==> src/rtl/mem_io_pkg.sv <==
// Shared types and constants for the CPU memory / IO register router.
// The DRAIN state exists only when MEM_IO_TIMEOUT_EN is defined.
package mem_io_pkg;

    localparam int unsigned DEFAULT_IO_BASE = 'h100;
    localparam logic [15:0] TIMEOUT_DATA    = 16'hDEAD;

    typedef enum logic [1:0] {
        ST_IDLE      = 2'd0,
        ST_IO_CPLT   = 2'd1,
        ST_DRAM_WAIT = 2'd2
`ifdef MEM_IO_TIMEOUT_EN
        ,
        ST_DRAIN     = 2'd3
`endif
    } mem_io_state_t;

endpackage

==> src/rtl/mem_io_regfile.sv <==
// Bank of NUM_IO memory-mapped IO registers with one indexed write port.
// The register contents are exported as one flat vector.
module mem_io_regfile #(
    parameter int unsigned DATA_WIDTH = 16,
    parameter int unsigned NUM_IO     = 4,
    parameter int unsigned IDX_W      = 2,
    parameter logic [DATA_WIDTH-1:0] RESET_VAL = '0
) (
    input  logic                         clk,
    input  logic                         rst_n,
    input  logic                         wr_en,
    input  logic [IDX_W-1:0]             wr_idx,
    input  logic [DATA_WIDTH-1:0]        wr_data,
    output logic [NUM_IO*DATA_WIDTH-1:0] regs
);

    always_ff @(posedge clk or negedge rst_n) begin
        if (!rst_n) begin
            for (int unsigned i = 0; i < NUM_IO; i++) begin
                regs[i*DATA_WIDTH +: DATA_WIDTH] <= RESET_VAL;
            end
        end else if (wr_en) begin
            for (int unsigned i = 0; i < NUM_IO; i++) begin
                if (wr_idx == IDX_W'(i)) begin
                    regs[i*DATA_WIDTH +: DATA_WIDTH] <= wr_data;
                end
            end
        end
    end

endmodule

==> src/rtl/mem_io_router.sv <==
// Splits CPU memory requests between the DRAM mem_driver and a bank of IO registers.
// Optional DRAM watchdog (TIMEOUT_CYCLES, mem_err, DRAIN state) is enabled by MEM_IO_TIMEOUT_EN.
module mem_io_router
    import mem_io_pkg::*;
#(
    parameter int unsigned ADDR_WIDTH   = 16,
    parameter int unsigned DATA_WIDTH   = 16,
    parameter int unsigned NUM_IO       = 4,
    parameter int unsigned IO_BASE      = DEFAULT_IO_BASE,
    parameter logic [DATA_WIDTH-1:0] IO_RESET_VAL = '0
`ifdef MEM_IO_TIMEOUT_EN
    ,
    parameter int unsigned TIMEOUT_CYCLES = 1024
`endif
) (
    input  logic                         clk,
    input  logic                         rst_n,
    input  logic [ADDR_WIDTH-1:0]        mem_addr,
    input  logic [DATA_WIDTH-1:0]        mem_data_in,
    input  logic                         mem_r_en,
    input  logic                         mem_w_en,
    output logic                         mem_rdy,
    output logic                         mem_cplt,
    output logic [DATA_WIDTH-1:0]        mem_data_out,
    output logic                         dram_r_en,
    output logic                         dram_w_en,
    input  logic                         dram_rdy,
    input  logic                         dram_cplt,
    input  logic [DATA_WIDTH-1:0]        dram_data_out,
    output logic [NUM_IO*DATA_WIDTH-1:0] io_regs,
    output logic [NUM_IO-1:0]            io_wr_stb
`ifdef MEM_IO_TIMEOUT_EN
    ,
    output logic                         mem_err
`endif
);

    localparam int unsigned IDX_W = (NUM_IO > 1) ? $clog2(NUM_IO) : 1;
    localparam logic [ADDR_WIDTH:0]   BASE_EXT  = (ADDR_WIDTH+1)'(IO_BASE);
    localparam logic [ADDR_WIDTH:0]   LIMIT_EXT = BASE_EXT + (ADDR_WIDTH+1)'(NUM_IO);
    localparam logic [ADDR_WIDTH-1:0] BASE_A    = ADDR_WIDTH'(IO_BASE);

    mem_io_state_t state, state_next;

    logic                  io_hit;
    logic [IDX_W-1:0]      io_idx;
    logic [IDX_W-1:0]      idx_q;
    logic                  accept;
    logic                  is_write;
    logic                  io_wr_en;
    logic [DATA_WIDTH-1:0] rd_data;

    // Decode is done one bit wider so a window near the top of the map cannot wrap.
    assign io_hit   = ({1'b0, mem_addr} >= BASE_EXT) && ({1'b0, mem_addr} < LIMIT_EXT);
    assign io_idx   = IDX_W'(mem_addr - BASE_A);
    assign accept   = (state == ST_IDLE) && dram_rdy && (mem_r_en || mem_w_en);
    assign is_write = mem_w_en && !mem_r_en;
    assign io_wr_en = accept && io_hit && is_write;

    mem_io_regfile #(
        .DATA_WIDTH (DATA_WIDTH),
        .NUM_IO     (NUM_IO),
        .IDX_W      (IDX_W),
        .RESET_VAL  (IO_RESET_VAL)
    ) u_regfile (
        .clk     (clk),
        .rst_n   (rst_n),
        .wr_en   (io_wr_en),
        .wr_idx  (io_idx),
        .wr_data (mem_data_in),
        .regs    (io_regs)
    );

    always_ff @(posedge clk or negedge rst_n) begin
        if (!rst_n) begin
            state     <= ST_IDLE;
            idx_q     <= '0;
            io_wr_stb <= '0;
        end else begin
            state <= state_next;
            if (accept) begin
                idx_q <= io_idx;
            end
            for (int unsigned i = 0; i < NUM_IO; i++) begin
                io_wr_stb[i] <= io_wr_en && (io_idx == IDX_W'(i));
            end
        end
    end

    always_comb begin
        rd_data = '0;
        for (int unsigned i = 0; i < NUM_IO; i++) begin
            if (idx_q == IDX_W'(i)) begin
                rd_data = io_regs[i*DATA_WIDTH +: DATA_WIDTH];
            end
        end
    end

`ifdef MEM_IO_TIMEOUT_EN
    localparam int unsigned CNT_W = $clog2(TIMEOUT_CYCLES + 1);

    logic [CNT_W-1:0] wd_cnt;
    logic             timeout;

    // Counter holds zero outside DRAM_WAIT, so it restarts on every entry.
    assign timeout = (state == ST_DRAM_WAIT) && !dram_cplt &&
                     (wd_cnt == CNT_W'(TIMEOUT_CYCLES - 1));

    always_ff @(posedge clk or negedge rst_n) begin
        if (!rst_n) begin
            wd_cnt  <= '0;
            mem_err <= 1'b0;
        end else begin
            if (state == ST_DRAM_WAIT) begin
                wd_cnt <= wd_cnt + 1'b1;
            end else begin
                wd_cnt <= '0;
            end
            if (timeout) begin
                mem_err <= 1'b1;
            end
        end
    end
`endif

    always_comb begin
        state_next   = state;
        mem_rdy      = 1'b0;
        mem_cplt     = 1'b0;
        mem_data_out = '0;
        dram_r_en    = 1'b0;
        dram_w_en    = 1'b0;
        case (state)
            ST_IDLE: begin
                mem_rdy   = dram_rdy;
                dram_r_en = mem_r_en && !io_hit;
                dram_w_en = is_write && !io_hit;
                if (accept) begin
                    state_next = io_hit ? ST_IO_CPLT : ST_DRAM_WAIT;
                end
            end
            ST_IO_CPLT: begin
                mem_cplt     = 1'b1;
                mem_data_out = rd_data;
                state_next   = ST_IDLE;
            end
            ST_DRAM_WAIT: begin
                mem_cplt     = dram_cplt;
                mem_data_out = dram_data_out;
                if (dram_cplt) begin
                    state_next = ST_IDLE;
                end
`ifdef MEM_IO_TIMEOUT_EN
                else if (timeout) begin
                    mem_cplt     = 1'b1;
                    mem_data_out = DATA_WIDTH'(TIMEOUT_DATA);
                    state_next   = ST_DRAIN;
                end
`endif
            end
`ifdef MEM_IO_TIMEOUT_EN
            ST_DRAIN: begin
                if (dram_cplt) begin
                    state_next = ST_IDLE;
                end
            end
`endif
            default: state_next = ST_IDLE;
        endcase
    end

endmodule

==> config.mk <==
export PLATFORM = sky130hd
export DESIGN_NAME = mem_io_router
export DESIGN_NICKNAME = d
export VERILOG_FILES = /design/src/rtl/mem_io_pkg.sv /design/src/rtl/mem_io_regfile.sv /design/src/rtl/mem_io_router.sv
export SDC_FILE = /design/constraint.sdc
export NUM_CORES = 1
export LEC_CHECK = 0
export CORE_UTILIZATION = 45
export CTS_CLUSTER_DIAMETER = 100
export DETAILED_ROUTE_END_ITERATION = 7
export MAX_ROUTING_LAYER = met4
export PLACE_DENSITY = 0.83
export SYNTH_ARGS = -nofsm -noshare
export SYNTH_HDL_FRONTEND = slang
export SYNTH_HIERARCHICAL = 1
export SYNTH_SLANG_ARGS = --single-unit
==> constraint.sdc <==
create_clock -name clk -period 3.8 [get_ports clk]
set_input_delay 0.76 -clock clk [delete_from_list [all_inputs] [get_ports clk]]
set_output_delay 0.76 -clock clk [all_outputs]
set_load 0.02 [all_outputs]
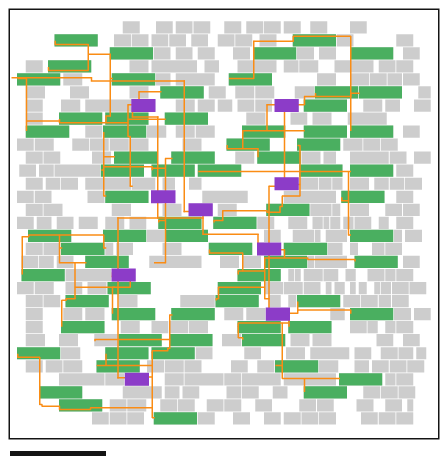
Fig. 1. Clock network drawn from the DEF.
The bar under the picture is 20 um long.
clock wires -> orange  # length 881 um
clock-net drivers -> purple  # count 9
flip-flops -> green  # count 72
routed clock nets = 10
Worst Skew: 8.22 ps
Clock power frac: 36.7%
Clk power: 753 uW
clk latency late pin: 340 ps

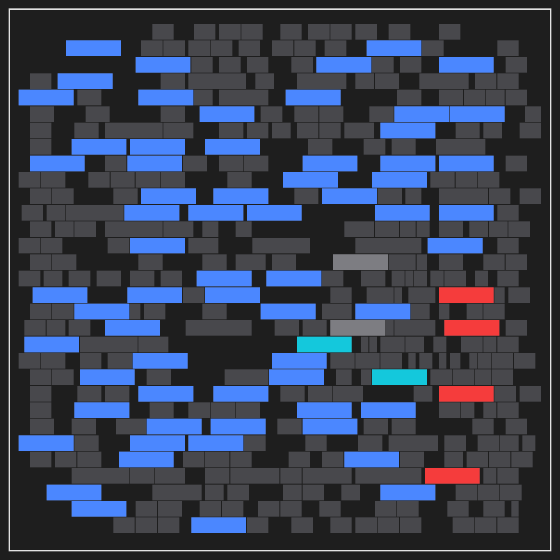
Fig. 2. Sequential cells grouped by signal name.
u_regfile/regs -> blue  # flops 64
idx_q -> cyan  # flops 2
io_wr_stb -> red  # flops 4
not colored = 2
sequential cell power: 842 uW
Sequential Area: 1800 um2
Finished Core Util: 71.0%

==> results.json <==
{
  "lay_top_cells": "140 x clkdlybuf4s50_1, 72 x dfrtp_1, 65 x mux2_2, 16 x a22o_1, 11 x clkbuf_8",
  "reg2reg_depth": 7,
  "end_kind": "primary output",
  "sh_seq_area_pct": 34.8,
  "io_buffers": 141,
  "status": "completed",
  "seq_power_share_pct": 41.0,
  "nClkBuffers": 11,
  "path_buffers": 2,
  "wl_per_cell_um": 19.2,
  "htreeDepth": 3,
  "ff_count": 72,
  "largest_register": "u_regfile/regs",
  "worstSetupEndpoint": "mem_data_out[1]",
  "layout_min_cycle_time_ps": 3260,
  "pre_cts_ws_ps": 518,
  "die_w_um": 89.3,
  "largest_register_ffs": 64,
  "num_vias": 2530,
  "cts_sinks": 72
}
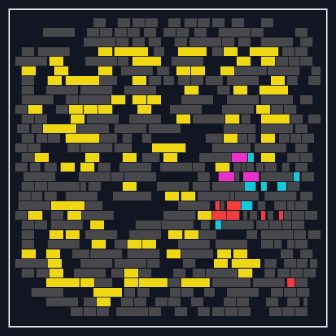
Fig. 3. Selected gate families.
fa/ha/maj cells -> magenta  # cells 3, most used ha_1
aoi and oai cells -> cyan  # cells 7, where right middle
mux cells -> yellow  # cells 81, most used mux2_2
nand cells -> red  # cells 7, most used nand2_1
Comb/total area: 29.3%
final non-filler cell total: 470
most frequent logic cell in the layout: clkdlybuf4s50_1

==> metrics by stage <==
stage               std cells  total power [mW]  hold slack (ps)
detailed placement        454              1.32              514
CTS                       470              2.07              531
finish                    470              2.05              530
floorplan                 220              1.11              464
global route              470              2.13              548
global placement          454              1.31              508
==> synthesized netlist by cell type (all sizes together), types with 2 or more instances <==
cell / number / area share, %
a21oi: 2 / 0.29
a22o: 16 / 4.1
and2: 3 / 0.55
and3: 2 / 0.36
buf: 9 / 2.2
clkbuf: 3 / 0.62
dfrtp: 72 / 53
ha: 3 / 1.1
inv: 3 / 0.33
mux2: 65 / 21
mux4: 16 / 11
nand2: 3 / 0.33
nand3b: 2 / 0.66
nor2: 3 / 0.33
nor2b: 3 / 0.55
nor4: 4 / 0.73
nor4b: 2 / 0.51
o21ai: 2 / 0.29
==> worst min path at each step <==
stage | startpoint | endpoint | slack, ps | cells after the start
floorplan | rst_n | idx_q[0] | 460 | 0
global placement | u_regfile/regs[62] | u_regfile/regs[62] | 510 | 1
detailed placement | u_regfile/regs[46] | u_regfile/regs[46] | 510 | 1
CTS | u_regfile/regs[46] | u_regfile/regs[46] | 530 | 1
global route | u_regfile/regs[46] | u_regfile/regs[46] | 550 | 1
finish | u_regfile/regs[3] | u_regfile/regs[3] | 530 | 1
==> logic make-up (layout without fill, tap and decap cells) <==
family | Yosys count | after routing | synth area share [%]
muxes | 81 | 81 | 32.6
AOI/OAI and AO/OA | 23 | 23 | 5.40
buffers and inverters | 15 | 166 | 3.14
adders and majority gates | 3 | 3 | 1.10
and+or+nand+nor | 26 | 26 | 5.18
DFF | 72 | 72 | 52.6
==> layer usage <==
metal  GRT usage (%)  vias up  wire, um
met3            4.80       11       615
met2            39.3      107      4390
met5               -        -         0
li1                -     1141         -
met4            8.66        0       109
met1            30.3     1271      3910
Power is estimated from default activity; no workload was simulated.
